[src/rtl/tag_checker_pkg.sv]
// Shared definitions for the DRAM-cache tag lookup path: default widths,
// tag-FIFO entry layout, tag-word bit positions, AXI response codes and
// the tag_checker FSM encoding.

`ifndef AXI_ADDR_WIDTH
`define AXI_ADDR_WIDTH 64
`endif
`ifndef AXI_ID_WIDTH
`define AXI_ID_WIDTH 4
`endif
`ifndef AXI_DATA_WIDTH
`define AXI_DATA_WIDTH 512
`endif
`ifndef INDEX_WIDTH
`define INDEX_WIDTH 20
`endif
`ifndef OFFSET_WIDTH
`define OFFSET_WIDTH 6
`endif
`ifndef TID_WIDTH
`define TID_WIDTH 8
`endif

package tag_checker_pkg;

    // Tag width for the default build; parameterised users call calc_tag_width.
    localparam int TAG_WIDTH = `AXI_ADDR_WIDTH - `INDEX_WIDTH - `OFFSET_WIDTH;

    // AXI response code for a successful read.
    localparam logic [1:0] RESP_OKAY = 2'b00;

    // tag_checker FSM encoding.
    localparam logic [1:0] S_IDLE   = 2'd0;
    localparam logic [1:0] S_WAIT_R = 2'd1;
    localparam logic [1:0] S_DRAIN  = 2'd2;
    localparam logic [1:0] S_OUT    = 2'd3;

    // Saturation value of the statistics counters.
    localparam logic [31:0] CNT_MAX = 32'hFFFF_FFFF;

    // Address bits left over for the tag once index and offset are removed.
    function automatic int calc_tag_width(input int addr_w, input int index_w,
                                          input int offset_w);
        return addr_w - index_w - offset_w;
    endfunction

    // Tag word layout: {dirty, valid, stored_tag}.
    function automatic int valid_bit(input int tag_w);
        return tag_w;
    endfunction

    function automatic int dirty_bit(input int tag_w);
        return tag_w + 1;
    endfunction

    // Tag-FIFO entry layout: {wr, tid, addr}, addr in the low bits.
    function automatic int entry_addr_lsb();
        return 0;
    endfunction

    function automatic int entry_tid_lsb(input int addr_w);
        return addr_w;
    endfunction

    function automatic int entry_wr_bit(input int addr_w, input int tid_w);
        return addr_w + tid_w;
    endfunction

endpackage

[src/rtl/tag_checker_compare.sv]
// tag_compare: purely combinational tag match for one request address
// against one stored tag word. Shared between the lookup and fill paths,
// so it knows nothing about AXI response codes.

module tag_compare
    import tag_checker_pkg::*;
#(
    parameter int ADDR_WIDTH   = `AXI_ADDR_WIDTH,
    parameter int INDEX_WIDTH  = `INDEX_WIDTH,
    parameter int OFFSET_WIDTH = `OFFSET_WIDTH,
    localparam int TAG_W       = calc_tag_width(ADDR_WIDTH, INDEX_WIDTH, OFFSET_WIDTH)
) (
    input  logic [ADDR_WIDTH-1:0] addr_i,
    input  logic [TAG_W+1:0]      tag_word_i,
    output logic                  hit_o,
    output logic                  dirty_o,
    output logic [ADDR_WIDTH-1:0] victim_addr_o
);

    localparam int VALID_B = valid_bit(TAG_W);
    localparam int DIRTY_B = dirty_bit(TAG_W);

    logic [TAG_W-1:0]       req_tag_s;
    logic [TAG_W-1:0]       stored_tag_s;
    logic [INDEX_WIDTH-1:0] req_index_s;
    logic                   unused_offset_s;

    assign req_tag_s    = addr_i[ADDR_WIDTH-1 -: TAG_W];
    assign req_index_s  = addr_i[OFFSET_WIDTH +: INDEX_WIDTH];
    assign stored_tag_s = tag_word_i[TAG_W-1:0];

    assign hit_o         = tag_word_i[VALID_B] && (stored_tag_s == req_tag_s);
    assign dirty_o       = tag_word_i[DIRTY_B];
    // The line that would be evicted lives in the same set, so it keeps the
    // request index and takes the stored tag.
    assign victim_addr_o = {stored_tag_s, req_index_s, {OFFSET_WIDTH{1'b0}}};

    // Line-offset bits play no part in a tag lookup.
    assign unused_offset_s = ^addr_i[OFFSET_WIDTH-1:0];

endmodule

[config.mk]
export PLATFORM = sky130hd
export DESIGN_NAME = tag_compare
export DESIGN_NICKNAME = d
export VERILOG_FILES = /design/src/rtl/tag_checker_pkg.sv /design/src/rtl/tag_checker_compare.sv
export SDC_FILE = /design/constraint.sdc
export NUM_CORES = 1
export LEC_CHECK = 0
export CAP_MARGIN = 10
export CORE_MARGIN = 5
export CORE_UTILIZATION = 21
export DETAILED_ROUTE_END_ITERATION = 12
export GPL_TIMING_DRIVEN = 0
export PLACE_DENSITY = 0.86
export SETUP_SLACK_MARGIN = 0.05
export SYNTH_ARGS = -nofsm -noshare
export SYNTH_HDL_FRONTEND = slang
export SYNTH_SLANG_ARGS = --single-unit
[constraint.sdc]
create_clock -name vclk -period 1.5
set_input_delay 0.3 -clock vclk [all_inputs]
set_output_delay 0.3 -clock vclk [all_outputs]
set_load 0.1 [all_outputs]
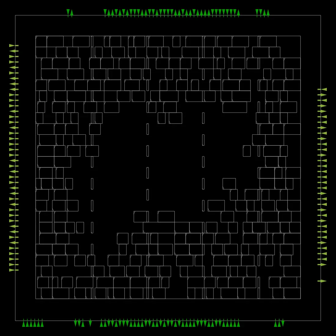
**Above:** cell outlines without signal wires.
area inside the core boundary: 4290 um^2
register fraction of the total cell area: 0
# fillers: 456
count of inserted tapcells: 52
row cnt: 24

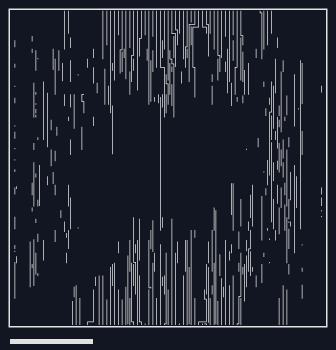
**Above:** the metal 2 layer.
Scale bar: 20 um.
The layer carries 2130 um of wire. 306 nets have wire on it. The layer holds 58% of the routed length.
wire length reported by the detailed router: 3.66 mm
routing usage on met2: 0.233
detailed-route via count: 1161

==> reports/qor.txt <==
Outcome: finished, violations left
Violations in the final reports: setup timing
Fraction of the cycle the final worst path needs: 1.27
Endpoint required time on the critical path: 1200 ps
Wire length per cell: 11.8 um
Static Leak: 0.00113 uW
Multiplexer share: 0
CP delay by family, top: buffers and inverters
Logic gate share of total power: 1.000
Horizontal extent of the die: 75.9 um
Chip area from the yosys synthesis statistics: 911 um^2
Unrepaired setup endpoints after global routing: true
Nets: 365
Fp util: 0.212
Critical Path Start Type: input pin
First DRT Iteration DRCs: 4
XOR-XNOR Cells, Area Fraction: 0.365
Remaining antenna violation count: 0
Sw Pwr: 837 uW
Number of antenna violations at the first check in global routing: 0
Vertical die dimension: 75.9 um
Residual overflow from global routing: 0
Max transition margin: 0.625
Tally of unique sky130hd cells used after synthesis: 8
Total number of yosys warnings: 0
Area of the multi-input gates: 488 um^2
Tally of max-capacitance violations: 0
Slowest cell on crit path: sky130_fd_sc_hd__clkdlybuf4s50_1
Top logic cells by instance count in the layout: sky130_fd_sc_hd__buf_4 (65), sky130_fd_sc_hd__buf_2 (40), sky130_fd_sc_hd__clkdlybuf4s15_2 (38), sky130_fd_sc_hd__xor2_1 (30), sky130_fd_sc_hd__dlygate4sd2_1 (21)
Pin count of the biggest net entering global routing: 3
Worst path setup slack after routing: -401 ps
FF+latch count: 0
DRT Pass-1 Iters: 3
Maximum resistive drop on vdd: 0.000389 V
Synth Seq Share: 0
Number of antenna diodes: 0
Most frequent logic cell in the layout: sky130_fd_sc_hd__buf_4
Total internal power: 351 uW
Final min period: 1900 ps
Post-Route Setup TNS: -401 ps
Fraction of the mapped netlist area in simple logic gates: 0.0948
Port Buffers: 137
Global-route wire length before repair: 4.87 mm
Crit path cell chain: clkdlybuf4s50_1 -> xnor2_1 -> nand4_1 -> nor4_4 -> buf_6
Data arrival time at the worst-slack endpoint: 1600 ps
Critical Path End Type: output port
Cell count after synthesis: 117
Worst min path class: input pin to output port
Top fanout value on the critical path: 1
Post-detailed-placement half-perimeter wirelength: 3.45 mm
Slew @ Worst Pin: 565 ps
Fraction of power consumed by the clock network: 0
Maximum clock rate: 526 MHz
Count of endpoints failing setup in the final report: 1
Via count of the first global-routing pass: 1174
Total count of hold-check failures in the final report: 0
Complex-gate fraction of the synthesized area: 0
Switching part of the total power: 0.704
Post-Synthesis Mean Instance Area: 7.79 um^2
Post-detailed-route via-to-cell ratio: 3.73
I/O pins: 170
Stage delay of the slowest cell on the critical path: 480 ps
Final number of max-transition violations: 0
Post-Synth Adder-Cell Area: 0
Cell count after placement: 311
Share of cells above drive strength 1: 0.656
Number of post-CTS setup repair buffers: 0
Final-layout clock buffer total: 0
Global-route total usage across every layer: 0.104
Routability-driven placement congestion ratio: 0.699
[cell families (layout without fill, tap and decap cells)]
group                  count (synthesis)  count (layout)
buffers and inverters                 65             202
AND/OR/NAND/NOR                       13              13
XOR/XNOR                              38              38
other                                  1               6
[area by class of cell]
| cell class | instances | area share |
|---|---|---|
| multi-input combinational | 57 | 0.225 |
| timing repair buffer | 137 | 0.521 |
| buffer | 65 | 0.225 |
| tap | 52 | 0.0299 |
[synth_stat cells (all sizes together)]
| cell | n | share of area |
|---|---|---|
| nor3 | 1 | 0.0055 |
| nor4 | 8 | 0.062 |
| nand4 | 4 | 0.027 |
| conb | 1 | 0.0041 |
| xnor2 | 7 | 0.067 |
| xor2 | 31 | 0.30 |
| buf | 65 | 0.54 |
[worst paths after layout]
kind            from           endpoint  slack, ps  cells past startpoint
max       addr_i[34]              hit_o       -400                      5
min   tag_word_i[25]  victim_addr_o[51]       1090                      3
[layer usage]
layer / share of wire / GRT usage / up-vias
met5: 0 / 0 / -
met4: 0 / 0 / 0
met3: 0.14 / 0.0264 / 0
met2: 0.58 / 0.233 / 78
met1: 0.27 / 0.0948 / 491
li1: - / - / 592
[power groups by stage]
stage	Combinational, uW	Sequential [uW]	Clock [uW]
2_1_floorplan	898	0	0
3_3_place_gp	1290	0	0
3_5_place_dp	1300	0	0
4_1_cts	1190	0	0
5_1_grt	1240	0	0
6_report	1190	0	0
[timing repair]
item                       in CTS  in global routing
setup endpoints to repair      60                  7
pin swaps                      41                 17
hold buffers                    0                  0
resized                       385                 35
[tightest hold or removal path: stages]
cell and delay, ps:
sky130_fd_sc_hd__buf_6 100, sky130_fd_sc_hd__buf_4 120, sky130_fd_sc_hd__buf_2 280
[stage by stage]
stage | utilization | instance area, um^2 | hold WS, ps | power [uW]
floorplan | - | 938 | 812 | 898
global placement | 0.553 | 2370 | 1660 | 1290
detailed placement | 0.553 | 2370 | 1660 | 1300
CTS | 0.515 | 2210 | 1160 | 1190
global route | 0.506 | 2170 | 1100 | 1240
finish | 0.506 | 2170 | 1090 | 1190
Power is estimated from default activity; no workload was simulated.
